$ cat src/rtl/if_fetch.sv
// Instruction-fetch stage: owns the fetch PC, picks the next PC
// (sequential / branch / jump) and runs a req/ack handshake with imem.
// Redirects that arrive while a request is in flight are parked in
// redir_pc_q until the outstanding response is drained.
module if_fetch #(
  parameter logic [31:0] RESET_PC = 32'h0000_3000
) (
  input  logic        clk,
  input  logic        rst_n,
  input  logic        stallF,
  input  logic        pcsrcD,
  input  logic [31:0] branch_target,
  input  logic        jumpD,
  input  logic [31:0] jump_target,
  output logic        imem_req,
  output logic [31:0] imem_addr,
  input  logic        imem_ack,
  input  logic [31:0] imem_rdata,
  output logic [31:0] pcF,
  output logic [31:0] pcplus4F,
  output logic [31:0] instr,
  output logic [15:0] imm_ifu,
  output logic        fetch_busy
);

  typedef enum logic [1:0] {IDLE, FETCH, READY, DRAIN} state_e;

  state_e      state_q, state_d;
  logic [31:0] pc_q, pc_d;
  logic [31:0] instr_q, instr_d;
  logic [31:0] redir_q, redir_d;

  logic        redirect;
  logic [31:0] target;

  // Redirect is only honoured when fetch is not stalled; jump beats branch.
  assign redirect = ~stallF & (jumpD | pcsrcD);
  assign target   = (jumpD ? jump_target : branch_target) & 32'hFFFF_FFFC;

  // State and datapath registers.
  always_ff @(posedge clk or negedge rst_n) begin
    if (!rst_n) begin
      state_q <= IDLE;
      pc_q    <= RESET_PC;
      instr_q <= 32'h0;
      redir_q <= 32'h0;
    end else begin
      state_q <= state_d;
      pc_q    <= pc_d;
      instr_q <= instr_d;
      redir_q <= redir_d;
    end
  end

  // Next-state, next-PC and request generation.
  always_comb begin
    state_d  = state_q;
    pc_d     = pc_q;
    instr_d  = instr_q;
    redir_d  = redir_q;
    imem_req = 1'b0;
    unique case (state_q)
      IDLE: state_d = FETCH;
      FETCH: begin
        imem_req = 1'b1;
        if (imem_ack && redirect) begin
          // wrong-path data: drop it and refetch at the target right away
          pc_d = target;
        end else if (imem_ack) begin
          instr_d = imem_rdata;
          state_d = READY;
        end else if (redirect) begin
          redir_d = target;
          state_d = DRAIN;
        end
      end
      DRAIN: begin
        // keep the old request alive until memory answers, then discard
        imem_req = 1'b1;
        if (redirect) redir_d = target;
        if (imem_ack) begin
          pc_d    = redirect ? target : redir_q;
          state_d = FETCH;
        end
      end
      READY: begin
        if (!stallF) begin
          pc_d    = redirect ? target : pc_q + 32'd4;
          state_d = FETCH;
        end
      end
      default: state_d = IDLE;
    endcase
  end

  assign imem_addr  = pc_q;
  assign pcF        = pc_q;
  assign pcplus4F   = pc_q + 32'd4;
  assign instr      = instr_q;
  assign imm_ifu    = instr_q[15:0];
  assign fetch_busy = (state_q != READY);

endmodule

$ cat config.mk
export PLATFORM = sky130hd
export DESIGN_NAME = if_fetch
export DESIGN_NICKNAME = d
export VERILOG_FILES = /design/src/rtl/if_fetch.sv
export SDC_FILE = /design/constraint.sdc
export NUM_CORES = 1
export LEC_CHECK = 0
export CAP_MARGIN = 40
export CORE_UTILIZATION = 44
export CTS_CLUSTER_DIAMETER = 200
export DETAILED_ROUTE_END_ITERATION = 7
export PLACE_DENSITY = 0.82
export RECOVER_POWER = 25
export SYNTH_ARGS = -nofsm -noshare
export SYNTH_HDL_FRONTEND = slang
export SYNTH_SLANG_ARGS = --single-unit
$ cat constraint.sdc
create_clock -name clk -period 2.7 [get_ports clk]
set_input_delay 0.27 -clock clk [delete_from_list [all_inputs] [get_ports clk]]
set_output_delay 0.27 -clock clk [all_outputs]
set_load 0.005 [all_outputs]
### Zoomed window

Window x 79 to 99, y 20 to 40 um. Cells in gray, sequential cells in the stronger gray; small squares are vias.
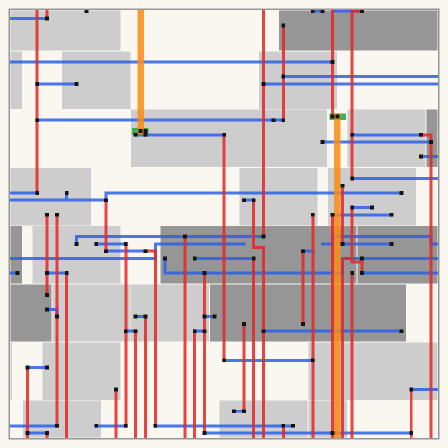
Key: red = M2; orange = M4; green = M3; blue = M1
19 logic cells have their middle in the window. Most frequent: clkdlybuf4s50_1 (7), mux2_2 (3), dfrtp_1 (3). Netlist names of flops here include instr (2), redir_q (1). Sequential cells in the window: 3.

### Routed metal, one color a layer

(3 px per um)
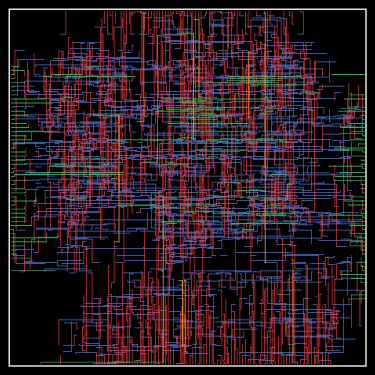
Key: red = M2 [wire length 9330 um]; green = M3 [wire length 1280 um]; orange = M4 [wire length 422 um]; blue = M1 [wire length 7460 um]

==> reports/metrics.csv <==
metric,value,unit
Tcrit/Tclk final,98.7,%
Multiplexer share,12.6,%
seq_cells,98,
Reg2Reg Setup Slack,0.54,ns
Syn-to-layout area delta,49.6,%
MaxCap Viol Count,1,
max-slew violations,59,
switching pwr,3.13,mW
final instance area,8920,um^2
Inserted Diodes,0,
met2 Track Usage GR,46.3,%
Hold Worst Slack,0.287,ns
first-pass GRT wire length,29.6,mm
fa+ha+maj area frac,0.210,%
DR DRC count,0,
non-clk buf share,32.5,%
failing checks,"capacitance limit, slew limit",
final-report setup violation count,0,
status,"finished, violations left",
Layout Cells excl Fill,1022,
Comb power,4.96,mW
relative slew slack,-0.832,%
### Congestion heat map

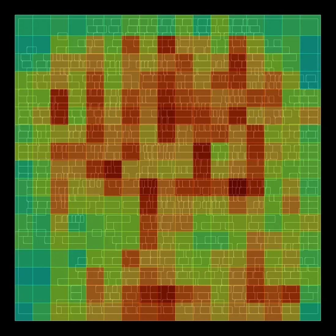
M1 GR Usage: 32.8%
WL per Instance: 18.1 um
Core Util, Final: 67.3%

-- worst max-delay path by stage --
stage | from | to | slack, ns | depth (start not counted)
after floorplan | imem_addr[2]$_DFFE_PN0P_ | imem_addr[14]$_DFFE_PN0P_ | 0.62 | 7
after global placement | imem_addr[20]$_DFFE_PN0P_ | pcplus4F[28] | 0.28 | 5
after detailed placement | imem_addr[20]$_DFFE_PN0P_ | pcplus4F[28] | 0.25 | 5
after CTS | imem_addr[12]$_DFFE_PN1P_ | pcplus4F[31] | -0.02 | 5
after global routing | imem_addr[12]$_DFFE_PN1P_ | pcplus4F[20] | -0.02 | 6
final | imem_addr[16]$_DFFE_PN0P_ | pcplus4F[25] | 0.04 | 5
-- routing by layer --
metal	vias to the layer above	routed length [um]
li1	2608	-
met1	2741	7460
met2	263	9330
met3	29	1280
met4	0	422
met5	-	0
-- logic make-up after synthesis --
logic type | count (synthesis)
adder cells (fa/ha/maj) | 1
AND-OR/OR-AND | 156
flip-flops | 98
buffers and inverters | 105
AND/OR/NAND/NOR | 161
XOR/XNOR | 28
multiplexers | 71
-- synth_stat cells (5+ instances only) --
cell type,number,share of area (%)
buf_2,17,1.4
clkbuf_1,22,1.4
a31oi_1,14,1.5
xor2_1,10,1.5
buf_4,53,6.7
a21oi_1,31,2.6
o31a_1,7,1.0
xnor2_1,18,2.6
nand4_1,6,0.63
o21ai_1,6,0.50
and3_1,10,1.0
mux2_1,6,1.1
nor2_1,30,1.9
o21ai_0,50,4.2
mux2i_1,38,6.4
nand3_1,19,1.6
and2_1,5,0.52
inv_1,12,0.76
nand2_1,58,3.7
dfrtp_1,96,40
mux2_2,27,5.1
a211oi_1,8,1.0
Power figures rest on the tool's default switching activity, not on a simulated workload.
